Figure 1. Floorplan with the power grid (run 1).
Pins as bars on the die edge. Tap cells in grey.
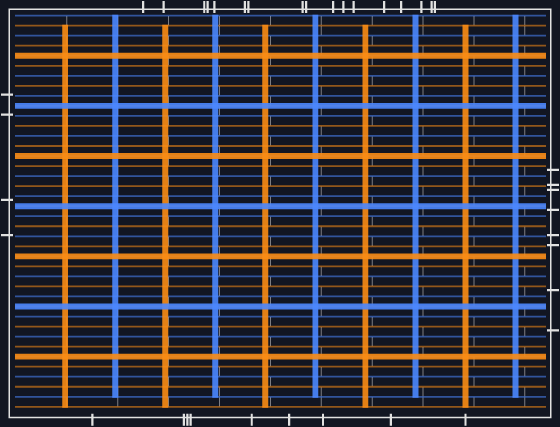
Figure 2. M2 wires (run 1).
The bar under the picture is 50 um long.
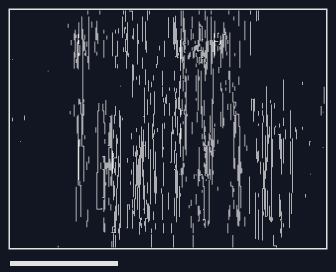
Figure 3. Clock network drawn from the DEF (run 1).
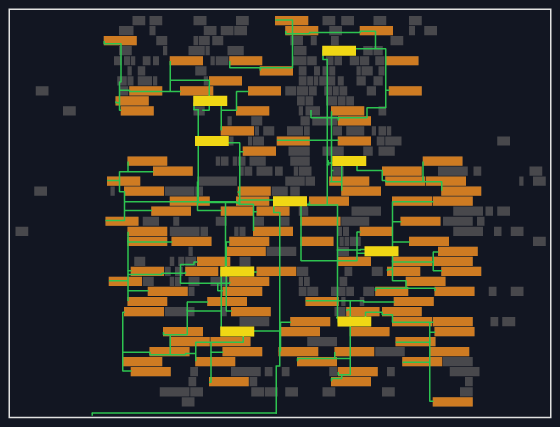
==> config.mk <==
export PLATFORM = sky130hd
export DESIGN_NAME = match_event_logger
export DESIGN_NICKNAME = d
export VERILOG_FILES = /design/src/rtl/match_log_pkg.sv /design/src/rtl/match_log_fifo.sv /design/src/rtl/match_event_logger.sv
export SDC_FILE = /design/constraint.sdc
export NUM_CORES = 1
export LEC_CHECK = 0
export CAP_MARGIN = 10
export CORE_ASPECT_RATIO = 0.75
export CORE_MARGIN = 1
export CORE_UTILIZATION = 28
export CTS_CLUSTER_SIZE = 30
export DETAILED_ROUTE_END_ITERATION = 8
export PLACE_DENSITY = 0.53
export SLEW_MARGIN = 20
export SYNTH_ARGS = -nofsm -noshare
export SYNTH_HDL_FRONTEND = slang
export SYNTH_HIERARCHICAL = 1
export SYNTH_SLANG_ARGS = --single-unit
==> constraint.sdc <==
create_clock -name clk -period 3.8 [get_ports clk]
set_clock_uncertainty 0.1 [all_clocks]
set_input_delay 0.38 -clock clk [delete_from_list [all_inputs] [get_ports clk]]
set_output_delay 0.38 -clock clk [all_outputs]
set_load 0.005 [all_outputs]
==> results.env, run 1 <==
YS_CELLS=278
CRIT_FANOUT=12
YOSYS-DOMINANT-COMB-FAMILY='simple AND/OR/NAND/NOR gates'
SYNTH_COMPOUND_GATE_AREA_SHARE_PCT=3.171
MAX_FREQ_MHz=360.6
ANTENNA_VIOL_NETS_FINAL=0
WL_PER_CELL_UM=15.53
TRANSITION_TIME_OF_THE_TIGHTEST_SLEW_CHECK_PIN_NS=0.9087
NUM_ANTENNA_CELLS=0
SYNTH-SEQ-AREA-SHARE_PCT=66.15
POST_SYNTH_MAIN_AREA_CONTRIBUTORS='sky130_fd_sc_hd__edfxtp_1 44%, sky130_fd_sc_hd__dfrtp_1 22%, sky130_fd_sc_hd__mux4_2 8.2%'
SYNTHARSTFLOPSHARE_PCT=37.86
TRITONCTS_CLOCK_TREE='done'
R2R_CELLS=10
CTS_NUM_SINKS=103
ROUTE.TOP_LAYER_USED='met4'
CRIT_FAMILY='simple AND/OR/NAND/NOR gates'
TOP_CELL_AREA_SHARE_PCT=43.87
FP-UTILIZATION_PCT=28.68
WORST-ENDPOINT-ARRIVAL_NS=2.90
SYNTHFLOPTYPE='sky130_fd_sc_hd__edfxtp_1'
CRITPATHMAXSTAGEDELAY_NS=0.61
INTERNAL-POWER_mW=2.033
POST_CTS_HOLD_BUFFER_COUNT=0
WORST_SLACK_PLACED_NS=1.026
HOLD_CLASS='in -> async'
P_LEAK_nW=1.976
POWERCOMB_mW=0.416
CORE.ROWCOUNT=39
CELLS_ALONG_THE_CRITICAL_PATH='xnor2_1 -> nor3b_4 -> nand2b_4 -> inv_2 -> nor4_2 -> nor2b_1 -> ha_1 -> ha_1 -> xnor2_1 -> nor2_1'
WORSTSETUPSTARTPOINTTYPE='flop'
GRT_FIRST_PASS_WIRELENGTH_MM=13.24
CRIT_PATH_END_KIND='flop'
TOOL_WARNINGS=27
MET3_DEMAND_TO_CAPACITY_SHARE_IN_GLOBAL_ROUTING_PCT=1.770
VIAS_IN_THE_FIRST_GLOBAL_ROUTE=2393
NUMSYNTHFLOPS=103
MOSTFREQUENTLAYOUTCELL='sky130_fd_sc_hd__edfxtp_1'
CHIP_AREA_UM2=16150
DESIGN.PORTCOUNT=38
SYNTHTOPCELLSBYCOUNT='64 x sky130_fd_sc_hd__edfxtp_1, 39 x sky130_fd_sc_hd__dfrtp_1, 23 x sky130_fd_sc_hd__nor2b_1'
POST_SYNTH_INSTANCE_AREA_UM2=4380
MAXCAPVIOLCOUNT=0
YOSYS-MUX-AREA-FRACTION_PCT=9.454
GRT.OVERFLOW.TOTAL=0
RSZ0062_AT_GRT='false'
GRT.BUSIEST_LAYER='met2'
MAX-SLEW-MARGIN-REL_PCT=39.42
CTS_HTREE_LEVELS=3
TOTAL_SWITCHING_POWER_mW=0.6460
SYN_INST=278
NETLIST.TOP_CELL.BY_INSTANCES='sky130_fd_sc_hd__edfxtp_1'
LARGEST_REGISTER_FF_COUNT=64
LIBRARY_CELL_WITH_THE_LARGEST_SUMMED_AREA_AFTER_SYNTHESIS='sky130_fd_sc_hd__edfxtp_1'
NUMBER_OF_BUFFERS_INSERTED_BY_POST_CTS_SETUP_REPAIR=0
MET1_ROUTED_WIRELENGTH_AFTER_DETAILED_ROUTING_MM=4.180
DRT_PRE_ANTENNA_ITERS=4
GRT_MAX_DEGREE=40
ROUTE.DETAILED.VIAS_PER_INST=4.512
IO_BUFFERS=37
SEQ_POWER_SHARE_PCT=49.1
SYNTH.YOSYS.CHIP_AREA_UM2=4380
CTS_RESIZED=0
POWER.COMBINATIONAL.FRACTION_PCT=15.5
DESIGN.FINAL.NETS=342
GRT_ANTENNA_BEFORE_REPAIR=0
POWER.SWITCHING_FRACTION_PCT=24.12
SETUP_VIOLATIONS=0
DRTITER0DRC=187
SYNTH_CELL_TYPE_COUNT=50
BASIC_GATES_BY_AREA_PCT=12.68
GRT_USE_TOTAL_PCT=11.07
MET3_WIRELENGTH_FROM_DETAILED_ROUTING_UM=223
CRITICALPATHCATEGORY='reg -> reg'
CORE-AREA_UM2=15270
WORST-PATH-BUF-INV=1
TIMING.FINAL.HOLD_VIOLATIONS=0
STATUS='finished, final reports clean'
YS_SH_ADDER_PCT=1.999
PWR_DENSITY_CELL_nW_PER_UM2=500.5
FINALWORSTPATHREQUIREDPERIOD_NS=2.773
REG2REG_SETUP_SLACK_NS=1.03
CP.DEPTH=10
POWER_mW=2.679
CTS_BUFFERS=9
YOSYS_XOR_SHARE_PCT=4.742
FINAL_WORST_PATH_PERIOD_SHARE_PCT=72.97
LAYOUT.CELLS.MOST_COMMON_LIST='64 x sky130_fd_sc_hd__edfxtp_1, 39 x sky130_fd_sc_hd__dfrtp_1, 36 x sky130_fd_sc_hd__clkdlybuf4s50_1'
ROUTED_MET2_LENGTH_MM=3.830
FINAL_LAYOUT_SIZE_SUFFIX_GT1_SHARE_PCT=16.96
YOSYSWARNINGCOUNT=6
CTS.CLK_SLEW.WORST_PATHS_NS=0.07
DRC_ERRORS=0
CP_SLOWEST_CELL='sky130_fd_sc_hd__nor4_2'
FINAL.SETUP.WORST_SLACK_NS=1.027
CTS_ROOT_BUF='sky130_fd_sc_hd__clkbuf_16'
CLOCKBUFFERDEPTH=2
SYNTHTOLAYOUTAREAGROWTH_PCT=22.17
SYNTH-EDFF-COUNT=64
DPL.HPWL_MM=5.310
MET1_GLOBAL_ROUTE_USAGE_PCT=15.47
SEQ-POWER_mW=1.32
POWER_LEADER='registers'
Notes on Figure 1 above:
net	colour
VSS	orange
VDD	blue
met5 straps	7
met4 straps	10
rows	39
Die Span X: 146.4 um
Max IR drop VDD: 0.0002153 V

Notes on Figure 2 above:
share of all routed wire	46%
main direction	vertical
wire length on this layer	3830 um
longest straight run	54.4 um
met2 Use GR: 16.53%
detailed-route wire length: 8.403 mm
vias: 2441

Notes on Figure 3 above:
[clock wires] green | length: 1240 um
[clock-net drivers] yellow | count: 9
[flip-flops] orange | count: 103
routed clock nets	10
power in the clock group: 0.946 mW
insertion delay of the later-clocked pin in the worst-skew pair: 0.34 ns
share of total power in the clock network: 35.3%

[run 1: per-stage QoR]
stage / setup TNS, ns / hold slack [ns] / cells / instance area [um^2] / util (%)
finish: 0 / 0.06464 / 541 / 5351 / 35.04
global route: 0 / 0.1603 / 541 / 5351 / 35.04
global placement: 0 / 0.3791 / 525 / 5045 / 33.03
CTS: 0 / 0.1112 / 541 / 5351 / 35.04
detailed placement: 0 / 0.3648 / 525 / 5045 / 33.03
floorplan: -0.1089 / -0.01559 / 284 / 4403 / -
[run 1: layout make-up]
class / count / area [um^2]
flip-flops and latches: 103 / 2898
multi-input cells: 168 / 1454
inverters: 5 / 18.77
clock inverters: 5 / 63.81
well taps: 205 / 256.5
fillers: 1458 / 9922
clock buffers: 11 / 242.7
repair buffers: 44 / 417.9
Figure 4. Placement view (run 1).
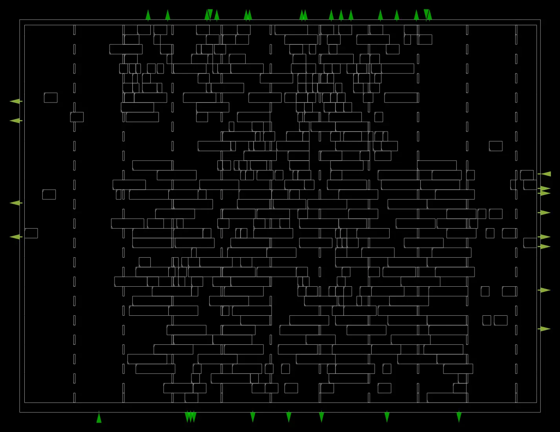

## Run 2: what changed since run 1
--- a/config.mk
+++ b/config.mk
@@ -11,7 +11,7 @@
 export CORE_UTILIZATION = 28
 export CTS_CLUSTER_SIZE = 30
 export DETAILED_ROUTE_END_ITERATION = 8
-export PLACE_DENSITY = 0.53
+export PLACE_DENSITY = 0.52
 export SLEW_MARGIN = 20
 export SYNTH_ARGS = -nofsm -noshare
 export SYNTH_HDL_FRONTEND = slang
==> constraint.sdc (replaced) <==
create_clock -name clk -period 2.65 [get_ports clk]
set_clock_uncertainty 0.1 [all_clocks]
set_input_delay 0.265 -clock clk [delete_from_list [all_inputs] [get_ports clk]]
set_output_delay 0.265 -clock clk [all_outputs]
set_load 0.005 [all_outputs]
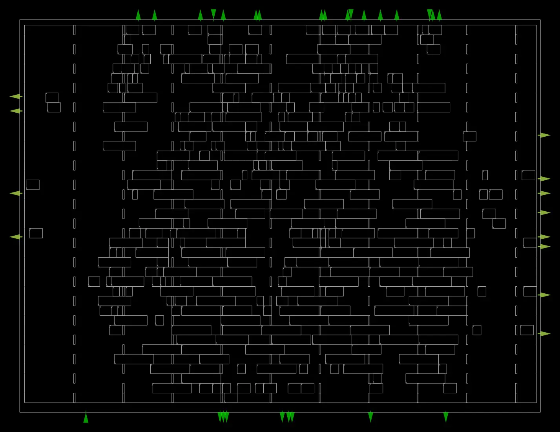
Figure 5: run 2, placement view.
Row Count: 39
number of standard cells in the layout, taps in and fillers out: 547
area of the core: 15270 um^2

==> run 2 against run 1 <==
Wire length rose by 1.7%; hold slack improved by 0.30 ns; clock-buffer cell count rose by 2; sequential power up 43%; non-clock buffer count grew 6; critical endpoint is now ts_data[1]; design area up 2.6%.
==> results.env, run 2 <==
STATUS='finished, final reports clean'  # unchanged
POST_CTS_HOLD_BUFFER_COUNT=1  # was 0
POWER_mW=3.827  # was 2.679 mW
BASIC_GATES_BY_AREA_PCT=12.68  # unchanged
YOSYS-DOMINANT-COMB-FAMILY='simple AND/OR/NAND/NOR gates'  # unchanged
IRDROPWORSTVDD_V=0.0002749  # was 0.0002153 V
VIAS_IN_THE_FIRST_GLOBAL_ROUTE=2366  # was 2393
POWER.COMBINATIONAL.FRACTION_PCT=16.5  # was 15.5%
NUM-FILL-CELLS=1458  # unchanged
MET1_GLOBAL_ROUTE_USAGE_PCT=16.07  # was 15.47%
CRITICALPATHCATEGORY='reg -> out'  # was reg -> reg
POST_DP_CELL_AREA_UM2=5151  # was 5045 um^2
RSZ0062_AT_GRT='false'  # unchanged
HOLD_WS_NS=0.3668  # was 0.06464 ns
TRANSITION_TIME_OF_THE_TIGHTEST_SLEW_CHECK_PIN_NS=0.8912  # was 0.9087 ns
POWER_LEADER='registers'  # unchanged
POWER_IN_THE_CLOCK_GROUP_mW=1.31  # was 0.946 mW
YOSYSWARNINGCOUNT=6  # unchanged
MET3_WIRELENGTH_FROM_DETAILED_ROUTING_UM=253  # was 223 um
CP_SLOWEST_CELL='sky130_fd_sc_hd__clkdlybuf4s50_1'  # was sky130_fd_sc_hd__nor4_2
GRT.OVERFLOW.TOTAL=0  # unchanged
SYNTHTOPCELLSBYCOUNT='64 x sky130_fd_sc_hd__edfxtp_1, 39 x sky130_fd_sc_hd__dfrtp_1, 23 x sky130_fd_sc_hd__nor2b_1'  # unchanged
FINALCOREUTILIZATION_PCT=35.95  # was 35.04%
POWERCOMB_mW=0.631  # was 0.416 mW
GRT_USE_TOTAL_PCT=11.46  # was 11.07%
WORST-ENDPOINT-ARRIVAL_NS=2.16  # was 2.90 ns
WIRELENGTH_MM=8.542  # was 8.403 mm
CLOCKBUFFERDEPTH=2  # unchanged
CRIT_FAMILY='buffers and inverters'  # was simple AND/OR/NAND/NOR gates
SYNTH-EDFF-COUNT=64  # unchanged
FINAL_LAYOUT_SIZE_SUFFIX_GT1_SHARE_PCT=19.30  # was 16.96%
FINAL.SETUP.WORST_SLACK_NS=0.1219  # was 1.027 ns
SHARE_OF_TOTAL_POWER_IN_THE_CLOCK_NETWORK_PCT=34.2  # was 35.3%
ANTENNA_VIOL_NETS_FINAL=0  # unchanged
FP-UTILIZATION_PCT=28.68  # unchanged
ROUTED_MET2_LENGTH_MM=3.801  # was 3.830 mm
DPL.HPWL_MM=5.626  # was 5.310 mm
CRIT_PATH_END_KIND='primary output'  # was flop
CTS_ROOT_BUF='sky130_fd_sc_hd__clkbuf_16'  # unchanged
SETUP_TNS_NS=0  # unchanged
WORST_SLACK_PLACED_NS=0.2697  # was 1.026 ns
DRT_PRE_ANTENNA_ITERS=4  # unchanged
MAXCAPVIOLCOUNT=0  # unchanged
GRT_FIRST_PASS_WIRELENGTH_MM=13.59  # was 13.24 mm
WORST-PATH-BUF-INV=2  # was 1
TIMING.FINAL.HOLD_VIOLATIONS=0  # unchanged
SYNTH_CELL_TYPE_COUNT=50  # unchanged
GRT.BUSIEST_LAYER='met2'  # unchanged
LIBRARY_CELL_WITH_THE_LARGEST_SUMMED_AREA_AFTER_SYNTHESIS='sky130_fd_sc_hd__edfxtp_1'  # unchanged
PWR_DENSITY_CELL_nW_PER_UM2=697.1  # was 500.5 nW/um^2
MET3_DEMAND_TO_CAPACITY_SHARE_IN_GLOBAL_ROUTING_PCT=3.704  # was 1.770%
WL_PER_CELL_UM=15.62  # was 15.53 um
CTS_HTREE_LEVELS=3  # unchanged
DRC_ERRORS=0  # unchanged
DESIGN.FINAL.NETS=348  # was 342
MAX-SLEW-MARGIN-REL_PCT=40.59  # was 39.42%
SYNTHARSTFLOPSHARE_PCT=37.86  # unchanged
YOSYS_XOR_SHARE_PCT=4.742  # unchanged
SYNTHTOLAYOUTAREAGROWTH_PCT=25.34  # was 22.17%
NUM_ANTENNA_CELLS=0  # unchanged
LARGEST_REGISTER_FF_COUNT=64  # unchanged
TOOL_WARNINGS=27  # unchanged
DIEWIDTH_UM=146.4  # unchanged
CRITPATHMAXSTAGEDELAY_NS=0.56  # was 0.61 ns
TOTAL_SWITCHING_POWER_mW=0.9145  # was 0.6460 mW
ROUTE.TOP_LAYER_USED='met4'  # unchanged
YS_CELLS=278  # unchanged
## run 2: layout make-up
cell class | count | area [um^2] | area share, %
clock buffers | 13 | 281.5 | 5.128
clock inverters | 3 | 23.77 | 0.4330
inverters | 5 | 18.77 | 0.3418
multi-input cells | 168 | 1534 | 27.94
flip-flops and latches | 103 | 2899 | 52.80
well taps | 205 | 256.5 | 4.672
repair buffers | 50 | 476.7 | 8.683
## run 2: kinds of logic (layout without fill, tap and decap cells)
kind of cell	count (synthesis)	in the layout
multiplexers	21	21
other	1	7
flip-flops	103	103
XOR/XNOR	22	22
AND-OR/OR-AND	20	20
buffers and inverters	13	71
adder cells (fa/ha/maj)	7	7
AND/OR/NAND/NOR	91	91
Power figures rest on the tool's default switching activity, not on a simulated workload.
